$ cat config.mk
export PLATFORM = sky130hd
export DESIGN_NAME = atmega_io_initiator
export DESIGN_NICKNAME = d
export VERILOG_FILES = /design/src/rtl/atmega_io_pkg.sv /design/src/rtl/atmega_io_initiator.sv
export SDC_FILE = /design/constraint.sdc
export NUM_CORES = 1
export LEC_CHECK = 0
export CORE_MARGIN = 5
export CORE_UTILIZATION = 52
export DETAILED_ROUTE_END_ITERATION = 16
export HOLD_SLACK_MARGIN = 0.02
export PLACE_DENSITY = 0.9
export SYNTH_ARGS = -nofsm -noshare
export SYNTH_HDL_FRONTEND = slang
export SYNTH_SLANG_ARGS = --single-unit
$ cat constraint.sdc
create_clock -name clk -period 3.65 [get_ports clk]
set_input_delay 0.365 -clock clk [delete_from_list [all_inputs] [get_ports clk]]
set_output_delay 0.365 -clock clk [all_outputs]
set_load 0.01 [all_outputs]
$ cat src/rtl/atmega_io_pkg.sv
// Shared encodings for the ATmega-style IO register bus initiator.
package atmega_io_pkg;

    typedef logic [1:0] op_t;

    localparam op_t OP_READ  = 2'b00;
    localparam op_t OP_WRITE = 2'b01;
    localparam op_t OP_SET   = 2'b10;
    localparam op_t OP_CLR   = 2'b11;

    localparam int unsigned STATE_W = 2;

    localparam logic [STATE_W-1:0] ST_IDLE  = 2'd0;
    localparam logic [STATE_W-1:0] ST_READ  = 2'd1;
    localparam logic [STATE_W-1:0] ST_WRITE = 2'd2;
    localparam logic [STATE_W-1:0] ST_RESP  = 2'd3;

    localparam int unsigned RD_WAIT_W = 4;

endpackage

$ cat src/rtl/atmega_io_initiator.sv
// Command-driven master for the IO register bus: read, write, set-bits and
// clear-bits commands become registered bus cycles with one response each.
module atmega_io_initiator
    import atmega_io_pkg::*;
#(
    parameter int unsigned BUS_ADDR_DATA_LEN = 8,
    parameter int unsigned DATA_WIDTH        = 8,
    parameter int unsigned RD_WAIT           = 0
) (
    input  logic                         clk,
    input  logic                         rst,
    input  logic                         cmd_valid,
    output logic                         cmd_ready,
    input  logic [1:0]                   cmd_op,
    input  logic [BUS_ADDR_DATA_LEN-1:0] cmd_addr,
    input  logic [DATA_WIDTH-1:0]        cmd_data,
    output logic                         rsp_valid,
    input  logic                         rsp_ready,
    output logic [DATA_WIDTH-1:0]        rsp_data,
    output logic                         busy,
    output logic [BUS_ADDR_DATA_LEN-1:0] bus_addr,
    output logic                         bus_wr,
    output logic                         bus_rd,
    output logic [DATA_WIDTH-1:0]        bus_wdata,
    input  logic [DATA_WIDTH-1:0]        bus_rdata
);

    localparam logic [RD_WAIT_W-1:0] RD_LAST = RD_WAIT[RD_WAIT_W-1:0];

    logic [STATE_W-1:0]           state, state_d;
    op_t                          op_q, op_d;
    logic [BUS_ADDR_DATA_LEN-1:0] addr_q, addr_d;
    logic [DATA_WIDTH-1:0]        mask_q, mask_d;
    logic [RD_WAIT_W-1:0]         cnt, cnt_d;

    logic                         cmd_ready_d;
    logic                         busy_d;
    logic                         rsp_valid_d;
    logic [DATA_WIDTH-1:0]        rsp_data_d;
    logic [BUS_ADDR_DATA_LEN-1:0] bus_addr_d;
    logic                         bus_wr_d;
    logic                         bus_rd_d;
    logic [DATA_WIDTH-1:0]        bus_wdata_d;
    logic [DATA_WIDTH-1:0]        rmw_val;

    // State and every output are plain registers; reset clears the bus at once.
    always_ff @(posedge clk or negedge rst) begin
        if (!rst) begin
            state     <= ST_IDLE;
            op_q      <= OP_READ;
            addr_q    <= '0;
            mask_q    <= '0;
            cnt       <= '0;
            cmd_ready <= 1'b1;
            busy      <= 1'b0;
            rsp_valid <= 1'b0;
            rsp_data  <= '0;
            bus_addr  <= '0;
            bus_wr    <= 1'b0;
            bus_rd    <= 1'b0;
            bus_wdata <= '0;
        end else begin
            state     <= state_d;
            op_q      <= op_d;
            addr_q    <= addr_d;
            mask_q    <= mask_d;
            cnt       <= cnt_d;
            cmd_ready <= cmd_ready_d;
            busy      <= busy_d;
            rsp_valid <= rsp_valid_d;
            rsp_data  <= rsp_data_d;
            bus_addr  <= bus_addr_d;
            bus_wr    <= bus_wr_d;
            bus_rd    <= bus_rd_d;
            bus_wdata <= bus_wdata_d;
        end
    end

    // Next state plus next value of each registered output; bus idles at zero.
    always_comb begin
        state_d     = state;
        op_d        = op_q;
        addr_d      = addr_q;
        mask_d      = mask_q;
        cnt_d       = cnt;
        rsp_valid_d = 1'b0;
        rsp_data_d  = rsp_data;
        bus_addr_d  = '0;
        bus_wr_d    = 1'b0;
        bus_rd_d    = 1'b0;
        bus_wdata_d = '0;
        rmw_val     = (op_q == OP_SET) ? (bus_rdata | mask_q) : (bus_rdata & ~mask_q);

        case (state)
            ST_IDLE: begin
                if (cmd_valid && cmd_ready) begin
                    op_d   = cmd_op;
                    addr_d = cmd_addr;
                    mask_d = cmd_data;
                    cnt_d  = '0;
                    bus_addr_d = cmd_addr;
                    if (cmd_op == OP_WRITE) begin
                        state_d     = ST_WRITE;
                        bus_wr_d    = 1'b1;
                        bus_wdata_d = cmd_data;
                    end else begin
                        state_d  = ST_READ;
                        bus_rd_d = 1'b1;
                    end
                end
            end

            ST_READ: begin
                if (cnt == RD_LAST) begin
                    if (op_q == OP_READ) begin
                        state_d     = ST_RESP;
                        rsp_valid_d = 1'b1;
                        rsp_data_d  = bus_rdata;
                    end else begin
                        // Read-modify-write goes straight into the write cycle.
                        state_d     = ST_WRITE;
                        bus_wr_d    = 1'b1;
                        bus_addr_d  = addr_q;
                        bus_wdata_d = rmw_val;
                    end
                end else begin
                    cnt_d      = cnt + RD_WAIT_W'(1);
                    bus_rd_d   = 1'b1;
                    bus_addr_d = addr_q;
                end
            end

            ST_WRITE: begin
                state_d     = ST_RESP;
                rsp_valid_d = 1'b1;
                rsp_data_d  = bus_wdata;
            end

            ST_RESP: begin
                if (rsp_ready) begin
                    state_d = ST_IDLE;
                end else begin
                    rsp_valid_d = 1'b1;
                end
            end

            default: state_d = ST_IDLE;
        endcase

        cmd_ready_d = (state_d == ST_IDLE);
        busy_d      = (state_d != ST_IDLE);
    end

endmodule

**Run 1: congestion heat map**

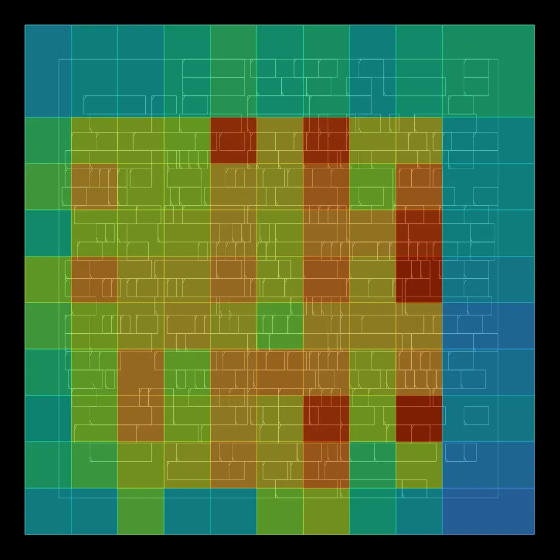
met3 usage: 0.05673
met2 Resource Use GR: 0.3051
busiest layer in global routing: met2
M1 GR Usage: 0.2601
fin util: 0.6869

**Run 1: pin map**

(6 px per µm) Pins as bars across the die edge, other pins in grey.
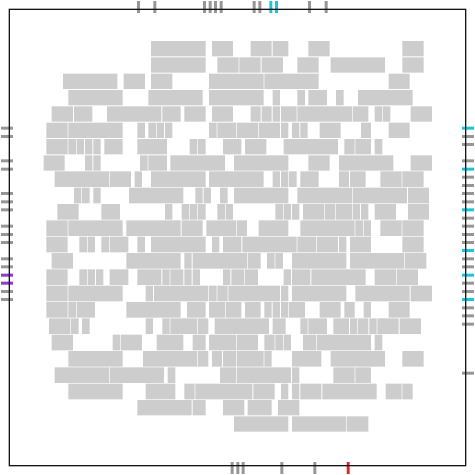
| colour | port | pins | direction | edge |
|---|---|---|---|---|
| purple | cmd_op | 2 | input | west |
| cyan | bus_wdata | 8 | output | 6 east, 2 north |
| red | rsp_valid | 1 | output | south |

==> out/metrics.cfg, run 1 <==
[status]
status=finished, final reports clean

[sta]
max_slew_margin=0.3605
setup_tns_ns=0
holdWs_ns=0.1747

[place]
routabilityCongestion=0.8170
dp_slack_ns=1.389

[synth]
largest_area_cell=dfrtp_1
ys_sh_adder=0.01111
top_logic_kind=simple AND/OR/NAND/NOR gates
mux_share=0.04056
syn-num-nets=249
synth_top_area_share=0.5778
syn_area_mm2=0.002252
yosys_warnings=0

[critical_path]
path_cells=inv_1, ha_1, nor3b_2, nand3b_1, o2bb2ai_1
cp.arrival_ns=2.49
slowest_stage=nor3b_2
reg2reg_slack_ns=1.38

[pwr]
leakagePower_nw=1.340

[grt]
antenna_found_initial=0
grt_overflow=0
grt_pass1_wl_um=8293
first_global_vias=1756

[die]
ios=59

[final_layout]
syn_to_final_growth_pct=30.06

[cts]
cts-root-buf=clkbuf_8

**Run 1: zoomed window**

Window x 25 to 50, y 10 to 35 µm. Cells in grey, sequential cells in the stronger grey; small squares are vias.
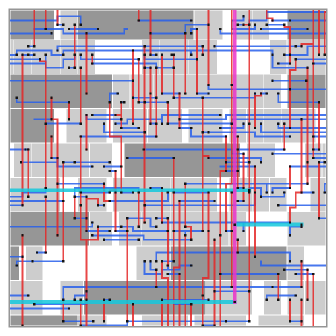
| colour | layer |
|---|---|
| blue | met1 |
| red | met2 |
| magenta | met4 |
| cyan | met3 |
netlist names of flops here include: cnt (2)
sequential cells in the window: 6
most frequent: nand2_1 (16), dfrtp_1 (5)
cells with their middle in the window: 58

-- run 1: worst max-delay path, delay by kind of cell (launching register included) --
kind	cells	cell delay (ns)
compound gates	1	0.28
fa+ha+maj	1	0.14
buf+inv	1	0.08
flops	1	0.43
simple gates	2	1.28
-- run 1: cells in the final DEF, fill, tap and decap left out, types with 2 or more instances in the layout --
| cell type | n |
|---|---|
| nand2_1 | 79 |
| clkdlybuf4s50_1 | 57 |
| dfrtp_1 | 52 |
| nand3_1 | 11 |
| a22o_1 | 8 |
| o2bb2ai_1 | 8 |
| mux2i_1 | 8 |
| o211ai_1 | 8 |
| clkbuf_8 | 5 |
| inv_1 | 3 |
| nor2_1 | 3 |
| nor2b_1 | 3 |
| clkbuf_1 | 3 |
| a21oi_1 | 2 |
| and2_1 | 2 |
| nand3b_1 | 2 |
| o21ai_0 | 2 |
| ha_1 | 2 |
-- run 1: per-stage QoR --
stage / area (µm²) / utilization
floorplan: 2252 / -
global placement: 2849 / 0.6681
detailed placement: 2849 / 0.6681
CTS: 2929 / 0.6869
global route: 2929 / 0.6869
finish: 2929 / 0.6869
-- run 1: layout make-up --
cell class	instances	area share
multi-input cells	151	0.2943
clock buffers	8	0.02734
flip-flops and latches	53	0.4532
inverters	3	0.003845
well taps	52	0.02221
repair buffers	59	0.1991
-- run 1: state kept, by name (all words and copies together), names as in the netlist, 2 cells and up --
register and flops:
rsp_data 8, state 2, bus_addr 8, op_q 2, cnt 4, bus_wdata 8, addr_q 8, mask_q 8
-- run 1: report_power, final --
group          total (mW)  switching (mW)  internal, mW  leakage [nW]
clock network       0.312           0.175         0.137        0.0395
registers           0.961           0.149         0.812         0.688
logic               0.855           0.433         0.421         0.612
==> run 2, diff against run 1 <==
- CORE_UTILIZATION: 52 -> 43
- PLACE_DENSITY: 0.9 -> 0.8
- clock period: 3.65 -> 1.93 ns (I/O delays scaled with it)
**Run 2: selected gate families**

(3 px per µm)
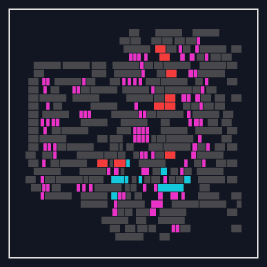
| colour | family | cells |
|---|---|---|
| magenta | NAND gates | 94 |
| red | multiplexers | 9 |
| cyan | NOR gates | 8 |
logic share of the area: 0.2840
non-filler cells, final: 351
most instantiated logic cell after routing: nand2_1

==> out/metrics.cfg, run 2 <==
[status]
status=finished, final reports clean  ; unchanged

[synth]
synth_top_area_share=0.5778  ; unchanged
ys_ff=53  ; unchanged
yosys_warnings=0  ; unchanged
syn-num-nets=249  ; unchanged
largest_area_cell=dfrtp_1  ; unchanged
syn_area_mm2=0.002252  ; unchanged

[sta]
setup_tns_ns=0  ; unchanged
fin_crit_sh=0.8889  ; was 0.6217
holdWs_ns=0.4308  ; was 0.1747 ns
max_slew_margin=0.5288  ; was 0.3605
fin_ws_ns=0.2145  ; was 1.381 ns
timing.final.crit_period_ns=1.716  ; was 2.269 ns

[die]
ios=59  ; unchanged
initial_core_util=0.4410  ; was 0.5282

[cts]
numCtsBuffers=5  ; unchanged
h-tree-depth=2  ; unchanged
clock_sinks=53  ; unchanged
cts-root-buf=clkbuf_8  ; unchanged

[grt]
grt_pass1_wl_um=8438  ; was 8293 µm
grt_overflow=0  ; unchanged
antenna_found_initial=0  ; unchanged
grtUsageTotal=0.1628  ; was 0.1935
first_global_vias=1743  ; was 1,756

[critical_path]
cp.buffers_inverters=1  ; unchanged
path_cells=inv_1, ha_1, nor3b_2, a21oi_1, a22o_1  ; was inv_1, ha_1, nor3b_2, nand3b_1, o2bb2ai_1
crit_family=AND-OR/OR-AND gates  ; was simple AND/OR/NAND/NOR gates
cp.arrival_ns=1.96  ; was 2.49 ns
slowest_stage=a21oi_1  ; was nor3b_2

[final_layout]
syn_to_final_growth_pct=34.78  ; was 30.06%
post-route-util=0.5943  ; was 0.6869
lay_top_cells=nand2_1 (79), clkdlybuf4s50_1 (57), dfrtp_1 (52)  ; unchanged
final_area_mm2=0.003035  ; was 0.002929 mm²
drive_above_1_share=0.07829  ; was 0.04745

[pwr]
leakagePower_nw=1.390  ; was 1.340 nW
ir_drop_uv=675.8  ; was 452.3 µV

[place]
routabilityCongestion=0.8170  ; unchanged
dp_slack_ns=0.2266  ; was 1.389 ns
dpl_cell_area_mm2=0.002929  ; was 0.002849 mm²
dp_cells=342  ; was 318

[drt]
wl_um=5089  ; was 5273 µm
vias=1759  ; was 1,748

**Run 2: zoomed window**

Window x 29 to 54, y 12 to 37 µm. Cells in grey, sequential cells in the stronger grey; small squares are vias.
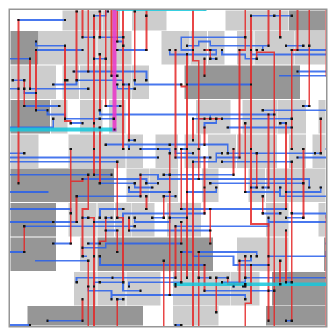

## run 2: cell count changes in the layout (fill, tap and decap cells not counted), sizes merged
cell and delta:
buf +6, clkbuf -2, clkinv +2, dlygate4sd3 +1
## run 2: layout make-up
| class | count | area (µm²) |
|---|---|---|
| fillers | 455 | 2072 |
| inverters | 3 | 11.26 |
| flip-flops and latches | 53 | 1328 |
| repair buffers | 66 | 650.6 |
| multi-input cells | 151 | 862.1 |
| clock buffers | 6 | 82.58 |
| clock inverters | 2 | 13.76 |
| well taps | 70 | 87.58 |
## run 2: repair_timing
action,CTS,global route
endpoints found under the hold margin,25,0
resized,0,0
hold buffers,1,0
## run 2: cells by family (layout without fill, tap and decap cells)
family	Yosys count	after routing	share of synthesized area
muxes	9	9	0.04056
buffers and inverters	13	77	0.02778
and+or+nand+nor	109	109	0.2233
AOI/OAI and AO/OA	31	31	0.1078
adders and majority gates	2	2	0.01111
DFF	53	53	0.5894
## run 2: layer usage
layer / vias to the layer above / track usage / part of all wire
li1: 857 / - / -
met1: 823 / 0.2210 / 0.47
met2: 73 / 0.2548 / 0.44
met3: 6 / 0.05206 / 0.082
met4: 0 / 0.03654 / 0.0084
met5: - / 0 / 0
## run 2: path summary, 6_finish.rpt
check | slack (ns) | startpoint | cells past startpoint | end
setup / recovery | 0.21 | cnt[0] | 5 | bus_addr[4]
hold / removal | 0.43 | rst | 2 | busy
setup reg to reg | 0.21 | cnt[0] | 5 | bus_addr[4]
hold reg to reg | 0.49 | addr_q[5] | 2 | addr_q[5]
max in group asynchronous | 0.95 | rst | 3 | bus_wdata[0]
min in group clk | 0.44 | cmd_addr[0] | 3 | addr_q[0]
## run 2: power breakdown
group          total, mW  switching, mW  internal (mW)
clock network      0.645          0.354          0.291
logic               1.65          0.795          0.852
registers           1.83          0.290           1.54
total               4.12           1.44           2.68
No activity file was given, so power comes from the tool's default toggle rates.
